## config.mk

```make
export PLATFORM = sky130hd
export DESIGN_NAME = masked_xor_sequencer
export DESIGN_NICKNAME = d
export VERILOG_FILES = /design/src/rtl/masked_xor_sequencer.sv
export SDC_FILE = /design/constraint.sdc
export NUM_CORES = 1
export LEC_CHECK = 0
export ABC_AREA = 1
export CAP_MARGIN = 20
export CELL_PAD_IN_SITES_DETAIL_PLACEMENT = 0
export CELL_PAD_IN_SITES_GLOBAL_PLACEMENT = 1
export CORE_UTILIZATION = 36
export CTS_CLUSTER_DIAMETER = 120
export CTS_CLUSTER_SIZE = 25
export DETAILED_ROUTE_END_ITERATION = 6
export HOLD_SLACK_MARGIN = 0.15
export PLACE_DENSITY = 0.78
export SKIP_CTS_REPAIR_TIMING = 1
export SYNTH_ARGS = -nofsm -noshare
export SYNTH_HDL_FRONTEND = slang
export SYNTH_SLANG_ARGS = --single-unit
```

## constraint.sdc

```tcl
create_clock -name clk -period 1.7 [get_ports clk]
set_input_delay 0.425 -clock clk [delete_from_list [all_inputs] [get_ports clk]]
set_output_delay 0.425 -clock clk [all_outputs]
set_load 0.02 [all_outputs]
```

## src/rtl/masked_xor_sequencer.sv

```systemverilog
// -----------------------------------------------------------------------------
// masked_xor_sequencer
//
// Purpose:
//   Sequences single operations through one external, registered, 2-share
//   masked XOR gate. Operand shares arrive over a valid/ready handshake. Each
//   accepted op draws three fresh mask bits from an internal Galois LFSR, and
//   the LFSR advances exactly once per accepted op, so mask material is never
//   reused. The block drives the gate for one cycle, captures the gate's
//   registered result and returns it over a valid/ready handshake.
//
// Ports:
//   clk, rst_n            clock (posedge) / asynchronous active-low reset
//   seed_valid, seed      LFSR reseed request (honoured only in IDLE)
//   in_valid, in_ready    operand handshake (in_ready high only in IDLE)
//   a0, a1, b0, b1        operand shares
//   out_valid, out_ready  result handshake (out_valid high only in OUT)
//   y0, y1                result shares, held until the next SAMPLE
//   g_a0..g_b1            registered operand drive to the gate
//   g_r0..g_r2            registered mask drive to the gate
//   g_y0, g_y1            gate outputs (registered inside the gate)
//   busy                  high whenever the sequencer is not IDLE
//   op_count              completed output handshakes, saturating
// -----------------------------------------------------------------------------
module masked_xor_sequencer #(
  parameter int                LFSR_W       = 16,
  parameter logic [LFSR_W-1:0] LFSR_TAPS    = 16'hB400,
  parameter logic [LFSR_W-1:0] SEED_DEFAULT = 16'hACE1,
  parameter int                CNT_W        = 16
) (
  input  logic              clk,
  input  logic              rst_n,
  input  logic              seed_valid,
  input  logic [LFSR_W-1:0] seed,
  input  logic              in_valid,
  output logic              in_ready,
  input  logic              a0,
  input  logic              a1,
  input  logic              b0,
  input  logic              b1,
  output logic              out_valid,
  input  logic              out_ready,
  output logic              y0,
  output logic              y1,
  output logic              g_a0,
  output logic              g_a1,
  output logic              g_b0,
  output logic              g_b1,
  output logic              g_r0,
  output logic              g_r1,
  output logic              g_r2,
  input  logic              g_y0,
  input  logic              g_y1,
  output logic              busy,
  output logic [CNT_W-1:0]  op_count
);

  typedef enum logic [1:0] {
    ST_IDLE   = 2'd0,
    ST_DRIVE  = 2'd1,
    ST_SAMPLE = 2'd2,
    ST_OUT    = 2'd3
  } state_t;

  // One Galois step, right-shift form: shift out the lsb and fold the taps
  // back in whenever the bit shifted out was a one.
  function automatic logic [LFSR_W-1:0] f_lfsr_step(input logic [LFSR_W-1:0] s);
    logic [LFSR_W-1:0] n;
    n = s >> 1;
    if (s[0]) begin
      n = n ^ LFSR_TAPS;
    end
    return n;
  endfunction

  // Reseeding with zero would lock the LFSR, so zero maps to the default seed.
  function automatic logic [LFSR_W-1:0] f_seed_fix(input logic [LFSR_W-1:0] s);
    return (s == '0) ? SEED_DEFAULT : s;
  endfunction

  // Saturating increment of the completed-op counter.
  function automatic logic [CNT_W-1:0] f_sat_inc(input logic [CNT_W-1:0] c);
    return (c == '1) ? c : c + 1'b1;
  endfunction

  state_t              r_state;
  state_t              w_state_nxt;

  logic [LFSR_W-1:0]   r_lfsr;
  logic [LFSR_W-1:0]   w_lfsr_adv;
  logic [2:0]          w_mask;

  logic                r_g_a0, r_g_a1, r_g_b0, r_g_b1;
  logic                r_g_r0, r_g_r1, r_g_r2;
  logic                r_y0, r_y1;
  logic [CNT_W-1:0]    r_op_count;

  logic                w_in_ready;
  logic                w_out_valid;
  logic                w_busy;

  logic                w_idle;
  logic                w_reseed;
  logic                w_accept;
  logic                w_release;

  // Handshake qualifiers. A reseed request in IDLE wins over an operand
  // request in the same cycle, so the operand is simply not accepted.
  assign w_idle    = (r_state == ST_IDLE);
  assign w_reseed  = w_idle && seed_valid;
  assign w_accept  = w_idle && in_valid && !seed_valid;
  assign w_release = (r_state == ST_OUT) && out_ready;

  // Masks come from the state before advancing; the three steps are unrolled
  // so one op consumes exactly three fresh bits in a single cycle.
  assign w_mask     = r_lfsr[2:0];
  assign w_lfsr_adv = f_lfsr_step(f_lfsr_step(f_lfsr_step(r_lfsr)));

  // ---------------------------------------------------------------------------
  // FSM: state register
  // ---------------------------------------------------------------------------
  always_ff @(posedge clk or negedge rst_n) begin
    if (!rst_n) begin
      r_state <= ST_IDLE;
    end else begin
      r_state <= w_state_nxt;
    end
  end

  // ---------------------------------------------------------------------------
  // FSM: next-state logic
  // ---------------------------------------------------------------------------
  always_comb begin
    w_state_nxt = r_state;
    unique case (r_state)
      ST_IDLE:   if (w_accept)  w_state_nxt = ST_DRIVE;
      ST_DRIVE:                 w_state_nxt = ST_SAMPLE;
      ST_SAMPLE:                w_state_nxt = ST_OUT;
      ST_OUT:    if (w_release) w_state_nxt = ST_IDLE;
      default:                  w_state_nxt = ST_IDLE;
    endcase
  end

  // ---------------------------------------------------------------------------
  // FSM: state-decoded outputs
  // ---------------------------------------------------------------------------
  always_comb begin
    w_in_ready  = 1'b0;
    w_out_valid = 1'b0;
    w_busy      = 1'b1;
    unique case (r_state)
      ST_IDLE: begin
        w_in_ready = 1'b1;
        w_busy     = 1'b0;
      end
      ST_OUT: begin
        w_out_valid = 1'b1;
      end
      default: begin
        w_busy = 1'b1;
      end
    endcase
  end

  // ---------------------------------------------------------------------------
  // LFSR: reseed or advance, only in IDLE
  // ---------------------------------------------------------------------------
  always_ff @(posedge clk or negedge rst_n) begin
    if (!rst_n) begin
      r_lfsr <= SEED_DEFAULT;
    end else if (w_reseed) begin
      r_lfsr <= f_seed_fix(seed);
    end else if (w_accept) begin
      r_lfsr <= w_lfsr_adv;
    end
  end

  // ---------------------------------------------------------------------------
  // Gate drive: operands and masks are loaded together on accept, held through
  // DRIVE (the gate captures at the end of DRIVE) and cleared together at the
  // end of SAMPLE, so operands never sit on the gate next to stale masks.
  // ---------------------------------------------------------------------------
  always_ff @(posedge clk or negedge rst_n) begin
    if (!rst_n) begin
      r_g_a0 <= 1'b0;
      r_g_a1 <= 1'b0;
      r_g_b0 <= 1'b0;
      r_g_b1 <= 1'b0;
      r_g_r0 <= 1'b0;
      r_g_r1 <= 1'b0;
      r_g_r2 <= 1'b0;
    end else if (w_accept) begin
      r_g_a0 <= a0;
      r_g_a1 <= a1;
      r_g_b0 <= b0;
      r_g_b1 <= b1;
      r_g_r0 <= w_mask[0];
      r_g_r1 <= w_mask[1];
      r_g_r2 <= w_mask[2];
    end else if (r_state == ST_SAMPLE) begin
      r_g_a0 <= 1'b0;
      r_g_a1 <= 1'b0;
      r_g_b0 <= 1'b0;
      r_g_b1 <= 1'b0;
      r_g_r0 <= 1'b0;
      r_g_r1 <= 1'b0;
      r_g_r2 <= 1'b0;
    end
  end

  // ---------------------------------------------------------------------------
  // Result capture: the gate's registered output is valid during SAMPLE.
  // The shares persist after OUT until the next op reaches SAMPLE.
  // ---------------------------------------------------------------------------
  always_ff @(posedge clk or negedge rst_n) begin
    if (!rst_n) begin
      r_y0 <= 1'b0;
      r_y1 <= 1'b0;
    end else if (r_state == ST_SAMPLE) begin
      r_y0 <= g_y0;
      r_y1 <= g_y1;
    end
  end

  // ---------------------------------------------------------------------------
  // Completed-op counter, bumped on each output handshake
  // ---------------------------------------------------------------------------
  always_ff @(posedge clk or negedge rst_n) begin
    if (!rst_n) begin
      r_op_count <= '0;
    end else if (w_release) begin
      r_op_count <= f_sat_inc(r_op_count);
    end
  end

  assign in_ready  = w_in_ready;
  assign out_valid = w_out_valid;
  assign busy      = w_busy;
  assign y0        = r_y0;
  assign y1        = r_y1;
  assign g_a0      = r_g_a0;
  assign g_a1      = r_g_a1;
  assign g_b0      = r_g_b0;
  assign g_b1      = r_g_b1;
  assign g_r0      = r_g_r0;
  assign g_r1      = r_g_r1;
  assign g_r2      = r_g_r2;
  assign op_count  = r_op_count;

endmodule

```

==> metrics.csv <==
stage;metric;value;unit
run_status;outcome;finished, violations left;
run_status;violations;DRC;
final_layout;diodes;0;
final_timing;min_period_over_period;93.9;%
global_route;busiest_layer;met2;
yosys;ff_type;dfrtp_1;
final_timing;setup_ws;0.105;ns
worst_setup_path;crit_type;reg2out;
worst_hold_path;min_path_cells;2;
yosys;synthArstFlopShare;100;%
global_route;met2_usage;27.5;%
worst_hold_path;hold_end;r_lfsr[5];
final_layout;nets;435;
worst_setup_path;end_kind;primary output;
die;die_x;84.3;microns
global_route;grtUsageMet1;25.6;%
clock_tree;cts_root_buf;clkbuf_8;
final_layout;areaGrowthSynthToFinish;39.7;%
power_and_ir_drop;sw_frac_of_total;40.3;%
global_route;grt_pass1_wl;10.2;mm
yosys;synth.most_common_cell;nand2_1;
worst_hold_path;hold_class;reg2reg;
yosys;ys_chip_area;2440;sq um
drt;first_iter_violations;159;
final_timing;slew_violations;0;
die;rows;29;
power_and_ir_drop;power.leakage;1.97;nW
power_and_ir_drop;combPwrFrac;48.4;%
drt;firstDrtPassIters;6;
yosys;synth_area_per_cell;7.55;sq um
flow_run;tool_warnings;29;
final_layout;nFillCells;630;
worst_setup_path;reg2reg_depth;8;
worst_setup_path;crit_slowest_cell;dfrtp_1;
worst_setup_path;rrSetupSlack;0.16;ns
yosys;syn_nets;355;
clock_tree;htreeDepth;2;
die;fp_util;37.8;%
yosys;yosys-top-cells-area;dfrtp_1, nand2_1, dfstp_2;
die;core-area;6460;sq um
worst_setup_path;path_cells;inv_1 > ha_1 > dlymetal6s2s_1;
global_route;antenna_found_initial;0;
yosys;top_area_cell;dfrtp_1;
yosys;top_cells_by_count;nand2_1, inv_1, dfrtp_1, nor2_1, nand3_1;
placement;dpl_cell_area;3210;sq um
yosys;synth-edff-count;0;
worst_setup_path;critPathRequiredTime;1.27;ns
final_timing;worst_pin_slew;0.428;ns
yosys;top_cell_area_share;35.9;%
worst_setup_path;cp.arrival;1.17;ns
yosys;yosysUniqueCellTypes;28;
clock_tree;cts_buffer_depth;2;
worst_setup_path;crit_fanout;3;
worst_setup_path;rr_endpoint;g_b0;
final_layout;fin_area;3410;sq um
worst_setup_path;worstSetupStartpointType;flop;
die;die_h;84.3;microns
power_and_ir_drop;vdd.ir_drop.worst;0.876;mV
power_and_ir_drop;p_int;2.89;mW
global_route;gr-usage-met3;4.03;%
drt;drcViolationCount;10;
global_route;gr-total-overflow;0;
clock_tree;cts_tree;done;
yosys;synth_cells;323;
final_timing;timing.final.hold_violations;0;
final_timing;slew_headroom;71.4;%
global_route;grt_max_degree;29;
die;chipArea;7110;sq um
placement;gp_congestion;0.817;
final_timing;grt_setup_unrepaired;false;
worst_setup_path;reg2reg_from;r_state[0];
global_route;first_global_vias;2159;
yosys;ys_ff;43;
power_and_ir_drop;p_switching;1.95;mW
yosys;ys_cells;323;
final_layout;drive_gt1_share;15.6;%
yosys;synth_warnings;0;
power_and_ir_drop;p_seq_share;36.3;%
drt;postRouteAntennaNets;0;
power_and_ir_drop;power.density;1420;nW/um^2
placement;dp_slack;-0.0532;ns
clock_tree;path_clk_slew;0.08;ns
yosys;ys_seq_share;44.5;%
worst_hold_path;hp-start;r_lfsr[5];
yosys;synth_area;2440;sq um
final_timing;fmax;0.627;GHz
final_timing;setup_violations;0;
worst_setup_path;slowest_delay;0.38;ns
-- layout make-up --
class                   count  area (sq um)  share of cell area (%)
clock inverters             1          7.51                   0.220
flip-flops and latches     43          1090                    31.9
clock buffers               7          96.3                    2.83
inverters                  37           139                    4.08
multi-input cells         236          1180                    34.6
repair buffers             80           801                    23.5
well taps                  77          96.3                    2.83
-- layer usage --
layer | vias up | wire length [microns]
met5 | - | 0
met4 | 0 | 52
met3 | 4 | 312
met2 | 53 | 2640
met1 | 1055 | 3040
li1 | 1177 | -
-- worst max-delay path by stage --
stage | startpoint | endpoint | cells after the start | slack [ns]
2_1_floorplan | r_state[0] | r_state[0] | 7 | 0.04
3_3_place_gp | r_state[0] | busy | 4 | 0.008
3_5_place_dp | in_valid | g_b1 | 6 | -0.05
4_1_cts | r_state[0] | busy | 4 | -0.35
5_1_grt | r_state[0] | r_lfsr[5] | 10 | 0.01
6_report | r_state[0] | in_ready | 3 | 0.10
-- layout by cell type (no fill, tap or decap), types with 2 or more instances in the layout --
cell and count:
a21oi_1 6, buf_4 24, clkbuf_2 2, clkbuf_8 7, clkdlybuf4s50_1 25, dfrtp_1 35
dfstp_2 8, dlymetal6s2s_1 26, ha_1 5, inv_1 36, mux2_2 2, nand2_1 111
nand3_1 26, nand4_1 4, nor2_1 35, nor2_2 2, o211ai_1 2, o21ai_0 8
o21ai_1 3, o21ai_2 6, o22ai_1 5, or2_2 3, xnor2_1 2, xor2_1 9
-- critical path: cells and delay by family (launching register included) --
kind	cells	cell delay [ns]
flops	1	0.38
buf+inv	2	0.31
fa+ha+maj	1	0.18
-- power by group through the flow --
stage | combinational (mW) | sequential, mW | clock, mW
finish | 2.34 | 1.76 | 0.737
global route | 2.62 | 1.81 | 0.815
CTS | 2.35 | 1.77 | 0.770
detailed placement | 2.35 | 1.78 | 0
global placement | 2.31 | 1.78 | 0
floorplan | 1.27 | 1.90 | 0
-- stage by stage --
stage / power [mW] / cells / hold WS, ns / util [%] / setup TNS [ns]
CTS: 4.89 / 478 / 0.0492 / 51.3 / -2.51
finish: 4.84 / 481 / 0.480 / 52.7 / 0
global placement: 4.08 / 470 / 0.378 / 49.7 / 0
global route: 5.25 / 481 / 0.516 / 52.7 / 0
detailed placement: 4.13 / 470 / 0.378 / 49.7 / -0.154
floorplan: 3.17 / 323 / 0.129 / - / 0
-- cell families (layout without fill, tap and decap cells) --
family / Yosys count / after routing / share of synthesized area, %
muxes: 2 / 2 / 0.923
adders and majority gates: 5 / 5 / 2.57
buffers and inverters: 44 / 125 / 7.54
DFF: 43 / 43 / 44.5
xor gates and xnor gates: 11 / 11 / 3.95
and+or+nand+nor: 186 / 186 / 31.9
AOI/OAI and AO/OA: 32 / 32 / 8.57
Fig. 1: clock wires, drivers and flops
Bar = 20 microns.
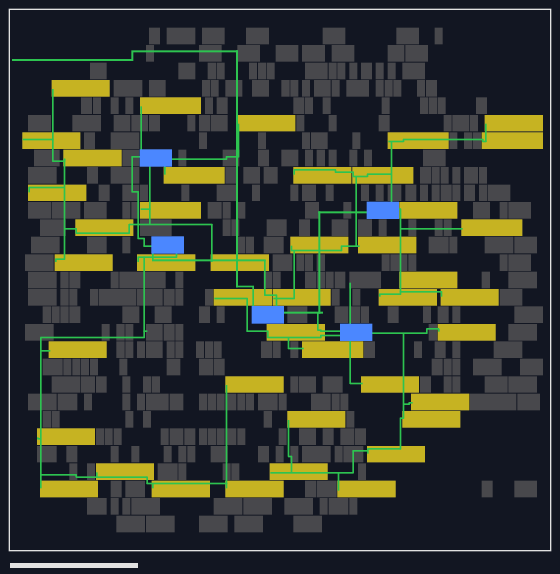
flip-flops: shown in yellow, count 43. cells driving clock nets: shown in blue, count 5. clock wires: shown in green, length 626 microns.
There are 6 routed clock nets.
Clock Power: 737 uW
Clock Skew: 0.00302 ns
clock share of power: 15.2%
Clock Latency Late Sink: 0.29 ns

Fig. 2: gate-type map
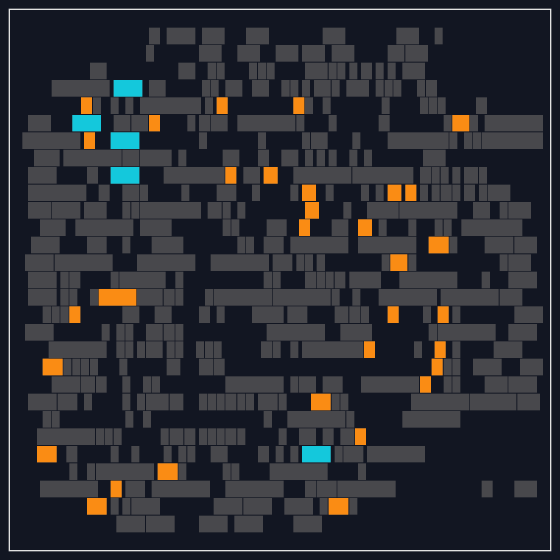
adder and majority cells: shown in cyan, cells 5, most used ha_1. inverting AOI/OAI gates: shown in orange, cells 32, most used o21ai_0, where all over the die.
Comb area share: 34.6%
Non-Filler Instances: 481
Top cell excl fill/tap: nand2_1

Fig. 3: the clock network
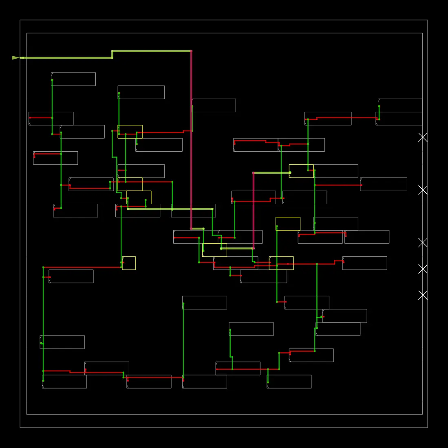
CTS buffer count: 5
total clock sinks: 43
registers: 43
clock buf count: 7

Fig. 4: wires at chosen ports, followed through buffers
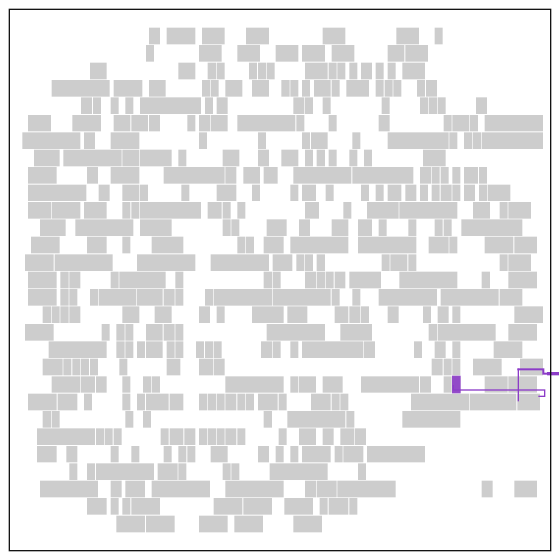
b0: shown in purple, bits 1, direction input, end cells 1, buffers 1, wire 27.0 microns.
count of input and output buffers: 54
IO Pins: 55

Fig. 5: routed metal, one colour a layer
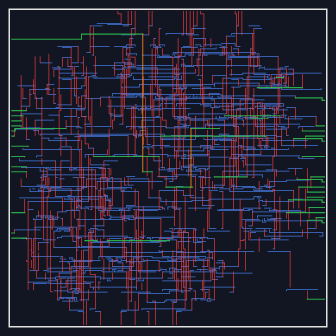
met2: shown in red, wire length 2,640 microns. met1: shown in blue, wire length 3,040 microns. met4: shown in orange, wire length 52.4 microns. met3: shown in green, wire length 312 microns.
DR vias: 2,289
Global Route Usage Sum: 18.0%
wire per inst: 12.6 microns
WL final: 6.05 mm

Power figures rest on the tool's default switching activity, not on a simulated workload.
